$ cat src/rtl/instr_encoder_pkg.sv
// Shared RV32I field types and constants for the instruction encoder slice.
package instr_encoder_pkg;

    typedef logic [31:0] data_t;
    typedef logic [4:0]  reg_addr_t;
    typedef logic [2:0]  funct3_t;
    typedef logic [6:0]  funct7_t;

    typedef enum logic [6:0] {
        LOAD           = 7'b0000011,
        ARITHMETIC_IMM = 7'b0010011,
        AUIPC          = 7'b0010111,
        STORE          = 7'b0100011,
        ARITHMETIC_REG = 7'b0110011,
        LUI            = 7'b0110111,
        BRANCH         = 7'b1100011,
        JALR           = 7'b1100111,
        JAL            = 7'b1101111
    } opcode_t;

    typedef enum logic [2:0] {
        IMM_R, IMM_I, IMM_S, IMM_B, IMM_U, IMM_J, IMM_BAD
    } imm_sel_t;

    typedef enum logic [1:0] {
        StIdle, StRun, StDone
    } enc_state_t;

    localparam data_t NOP_INSN = 32'h0000_0013;

    function automatic imm_sel_t imm_sel_of(opcode_t op);
        imm_sel_t sel;
        case (op)
            ARITHMETIC_REG:              sel = IMM_R;
            LOAD, ARITHMETIC_IMM, JALR:  sel = IMM_I;
            STORE:                       sel = IMM_S;
            BRANCH:                      sel = IMM_B;
            LUI, AUIPC:                  sel = IMM_U;
            JAL:                         sel = IMM_J;
            default:                     sel = IMM_BAD;
        endcase
        return sel;
    endfunction

endpackage

$ cat src/rtl/instr_pack.sv
// Combinational inverse of ImmGen: packs decoded fields into an RV32I word.
module instr_pack
    import instr_encoder_pkg::*;
(
    input  opcode_t   i_op,
    input  reg_addr_t i_rd,
    input  funct3_t   i_funct3,
    input  funct7_t   i_funct7,
    input  reg_addr_t i_rs1,
    input  reg_addr_t i_rs2,
    input  data_t     i_imm,
    input  imm_sel_t  i_imm_sel,
    output data_t     o_word,
    output logic      o_unenc
);

    always_comb begin
        o_word  = NOP_INSN;
        o_unenc = 1'b0;
        case (i_imm_sel)
            IMM_R: o_word = {i_funct7, i_rs2, i_rs1, i_funct3, i_rd, i_op};
            IMM_I: begin
                o_word  = {i_imm[11:0], i_rs1, i_funct3, i_rd, i_op};
                o_unenc = (i_imm != {{20{i_imm[11]}}, i_imm[11:0]});
            end
            IMM_S: begin
                o_word  = {i_imm[11:5], i_rs2, i_rs1, i_funct3, i_imm[4:0], i_op};
                o_unenc = (i_imm != {{20{i_imm[11]}}, i_imm[11:0]});
            end
            IMM_B: begin
                o_word  = {i_imm[12], i_imm[10:5], i_rs2, i_rs1, i_funct3,
                           i_imm[4:1], i_imm[11], i_op};
                o_unenc = (i_imm != {{19{i_imm[12]}}, i_imm[12:0]}) || i_imm[0];
            end
            IMM_U: begin
                o_word  = {i_imm[31:12], i_rd, i_op};
                o_unenc = (i_imm[11:0] != 12'h000);
            end
            IMM_J: begin
                o_word  = {i_imm[20], i_imm[10:1], i_imm[11], i_imm[19:12], i_rd, i_op};
                o_unenc = (i_imm != {{11{i_imm[20]}}, i_imm[20:0]}) || i_imm[0];
            end
            default: o_unenc = 1'b1;
        endcase
    end

endmodule

$ cat src/rtl/instr_encoder.sv
// Streams encoded RV32I words into IMEM at consecutive addresses, with
// one registered write stage, run-control FSM and sticky error capture.
module instr_encoder
    import instr_encoder_pkg::*;
#(
    parameter int unsigned ADDR_W = 10,
    parameter int unsigned CNT_W  = 9
) (
    input  logic              clk_i,
    input  logic              rst_i,
    input  logic              start_i,
    input  logic [ADDR_W-1:0] start_addr_i,
    input  logic [CNT_W-1:0]  count_i,
    input  logic              in_valid_i,
    output logic              in_ready_o,
    input  opcode_t           op_i,
    input  reg_addr_t         rd_i,
    input  funct3_t           funct3_i,
    input  funct7_t           funct7_i,
    input  reg_addr_t         rs1_i,
    input  reg_addr_t         rs2_i,
    input  data_t             imm_i,
    output logic              mem_we_o,
    output logic [ADDR_W-1:0] mem_addr_o,
    output data_t             mem_wdata_o,
    input  logic              mem_ready_i,
    output logic              busy_o,
    output logic              done_o,
    output logic              err_o,
    output logic [ADDR_W-1:0] err_addr_o
);

    enc_state_t        r_state;
    logic [ADDR_W-1:0] r_addr;
    logic [CNT_W-1:0]  r_remaining;
    logic [CNT_W-1:0]  r_to_accept;
    logic              r_we;
    data_t             r_wdata;
    logic              r_err;
    logic [ADDR_W-1:0] r_err_addr;

    data_t             w_word;
    logic              w_unenc;
    logic              w_hs;
    logic              w_accept;
    logic [ADDR_W-1:0] w_bundle_addr;

    instr_pack u_pack (
        .i_op      (op_i),
        .i_rd      (rd_i),
        .i_funct3  (funct3_i),
        .i_funct7  (funct7_i),
        .i_rs1     (rs1_i),
        .i_rs2     (rs2_i),
        .i_imm     (imm_i),
        .i_imm_sel (imm_sel_of(op_i)),
        .o_word    (w_word),
        .o_unenc   (w_unenc)
    );

    assign w_hs       = r_we && mem_ready_i;
    assign in_ready_o = (r_state == StRun) && (r_to_accept != '0) && (!r_we || mem_ready_i);
    assign w_accept   = in_valid_i && in_ready_o;
    // A bundle accepted alongside a retiring write lands one word further on.
    assign w_bundle_addr = w_hs ? r_addr + ADDR_W'(4) : r_addr;

    always_ff @(posedge clk_i or posedge rst_i) begin
        if (rst_i) begin
            r_state     <= StIdle;
            r_addr      <= '0;
            r_remaining <= '0;
            r_to_accept <= '0;
            r_we        <= 1'b0;
            r_wdata     <= '0;
            r_err       <= 1'b0;
            r_err_addr  <= '0;
        end else begin
            case (r_state)
                StIdle: begin
                    if (start_i) begin
                        r_addr      <= {start_addr_i[ADDR_W-1:2], 2'b00};
                        r_remaining <= count_i;
                        r_to_accept <= count_i;
                        r_err       <= 1'b0;
                        r_err_addr  <= '0;
                        r_state     <= (count_i == '0) ? StDone : StRun;
                    end
                end
                StRun: begin
                    if (w_hs) begin
                        r_addr      <= r_addr + ADDR_W'(4);
                        r_remaining <= r_remaining - CNT_W'(1);
                        if (r_remaining == CNT_W'(1)) begin
                            r_state <= StDone;
                        end
                    end
                    if (w_accept) begin
                        r_we        <= 1'b1;
                        r_wdata     <= w_unenc ? NOP_INSN : w_word;
                        r_to_accept <= r_to_accept - CNT_W'(1);
                        if (w_unenc) begin
                            r_err <= 1'b1;
                            if (!r_err) begin
                                r_err_addr <= w_bundle_addr;
                            end
                        end
                    end else if (w_hs) begin
                        r_we <= 1'b0;
                    end
                end
                StDone:  r_state <= StIdle;
                default: r_state <= StIdle;
            endcase
        end
    end

    assign mem_we_o    = r_we;
    assign mem_addr_o  = r_addr;
    assign mem_wdata_o = r_wdata;
    assign busy_o      = (r_state != StIdle);
    assign done_o      = (r_state == StDone);
    assign err_o       = r_err;
    assign err_addr_o  = r_err_addr;

endmodule

$ cat config.mk
export PLATFORM = sky130hd
export DESIGN_NAME = instr_encoder
export DESIGN_NICKNAME = d
export VERILOG_FILES = /design/src/rtl/instr_encoder_pkg.sv /design/src/rtl/instr_pack.sv /design/src/rtl/instr_encoder.sv
export SDC_FILE = /design/constraint.sdc
export NUM_CORES = 1
export LEC_CHECK = 0
export ABC_CLOCK_PERIOD_IN_PS = 5100
export CAP_MARGIN = 0
export CORE_MARGIN = 3
export CORE_UTILIZATION = 50
export DETAILED_ROUTE_END_ITERATION = 7
export GPL_ROUTABILITY_DRIVEN = 0
export PLACE_DENSITY = 0.88
export SYNTH_ARGS = -nofsm -noshare
export SYNTH_HDL_FRONTEND = slang
export SYNTH_SLANG_ARGS = --single-unit
$ cat constraint.sdc
create_clock -name clk_i -period 5.1 [get_ports clk_i]
set_input_delay 0.51 -clock clk_i [delete_from_list [all_inputs] [get_ports clk_i]]
set_output_delay 0.51 -clock clk_i [all_outputs]
set_load 0.01 [all_outputs]
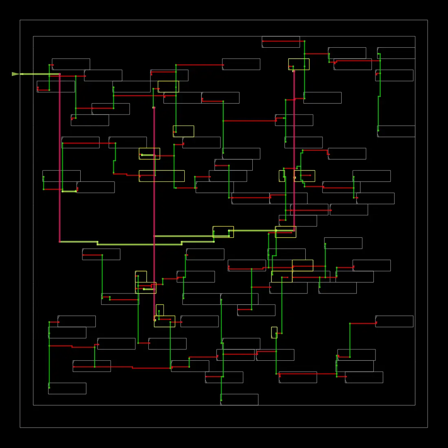
clock_nets.png
clock latency on the worst-skew pair: 0.35 ns
P_clk: 469 uW
clkbuf count: 13
worst clock skew: 0.00768 ns
clk sink count: 70

==> CHANGELOG.md <==
## Flow update

- Status: completed
- Critical Path RT: 5.36 ns
- Critical Path Start Type: primary input
- Worst reg2reg path depth: 9
- Routed Antenna Nets: 0
- Sequential area share after synthesis: 40.4%
- Dominant cell area share: 40.4%
- Ys flop type: dfrtp_1
- Final #Nets: 713
- Fmax: 260 MHz
- All-Layer GR Usage: 27.1%
- Tool warnings: 29
- Gate Count Post-Synth: 492
- DIE WIDTH: 99.2 um
- Part of the power in the clock network: 23.3%
- FP Core Util: 52.0%
- CP endpoint kind: flop
- Chip height: 99.2 um
- Yosys stat chip area: 4340 sq um
- HP Start: mem_wdata_o[24]$_DFFE_PP0P_
- Flop+latch power: 837 uW
- CP Class: in -> reg
- Peak supply drop: 0.140 mV
- Combinational Power Share: 35.2%
- Layout cells sized above 1: 6.08%
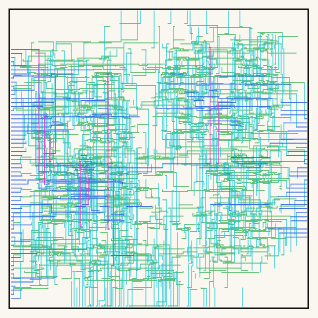
layers.png
(3 px per um)
legend:
  blue:
    layer: M3
    wire_length: 1,260 um
  magenta:
    layer: M4
    wire_length: 312 um
  cyan:
    layer: M2
    wire_length: 6,490 um
  green:
    layer: M1
    wire_length: 5,180 um

-- critical path, stage by stage --
cell	delay (ns)
clkdlybuf4s50_1	0.53
nand3b_1	0.40
nor3_2	0.33
inv_1	0.16
ha_1	0.33
o21ai_0	0.16
a2bb2oi_1	0.32
nand2_1	0.29
o21ai_0	0.65
a222oi_1	0.24
o21ai_1	0.18
-- synth_stat cells, types with 3 or more instances --
library cell,n
a21oi_1,36
a222oi_1,10
a22o_1,3
a22oi_1,5
and2_1,4
buf_2,4
buf_4,4
clkbuf_1,19
dfrtp_1,70
ha_1,5
inv_1,20
mux2i_1,22
nand2_1,70
nand2b_1,5
nand3_1,12
nand4_1,7
nor2_1,25
nor2b_1,7
nor3_1,14
nor4_1,6
o211ai_1,6
o21ai_0,29
o21ai_1,29
o22a_1,6
o22ai_1,9
or3_1,5
or4_1,3
xnor2_1,5
-- per-stage QoR --
stage	hold WS (ns)	area, sq um	cells	setup slack [ns]	utilization, %
after detailed placement	0.474	5760	714	0.976	69.1
after global routing	0.517	5970	730	1.00	71.5
after global placement	0.470	5760	714	1.10	69.1
after CTS	0.490	5970	730	1.31	71.5
final	0.486	5970	730	1.26	71.5
after floorplan	0.462	4350	495	2.13	-
-- layer usage --
metal / share of wire [%] / global-route usage (%) / up-vias
met5: 0 / 0 / -
met3: 9.5 / 6.66 / 32
li1: - / - / 2079
met1: 39 / 34.4 / 2127
met4: 2.4 / 10.5 / 0
met2: 49 / 44.6 / 208
-- cell families after synthesis --
logic type	share of synthesized area (%)
other cells	0.0864
buf+inv	4.87
xor+xnor	1.41
fa+ha+maj	1.44
flops	40.4
compound gates	24.3
mux	5.59
simple gates	21.9
No activity file was given, so power comes from the tool's default toggle rates.
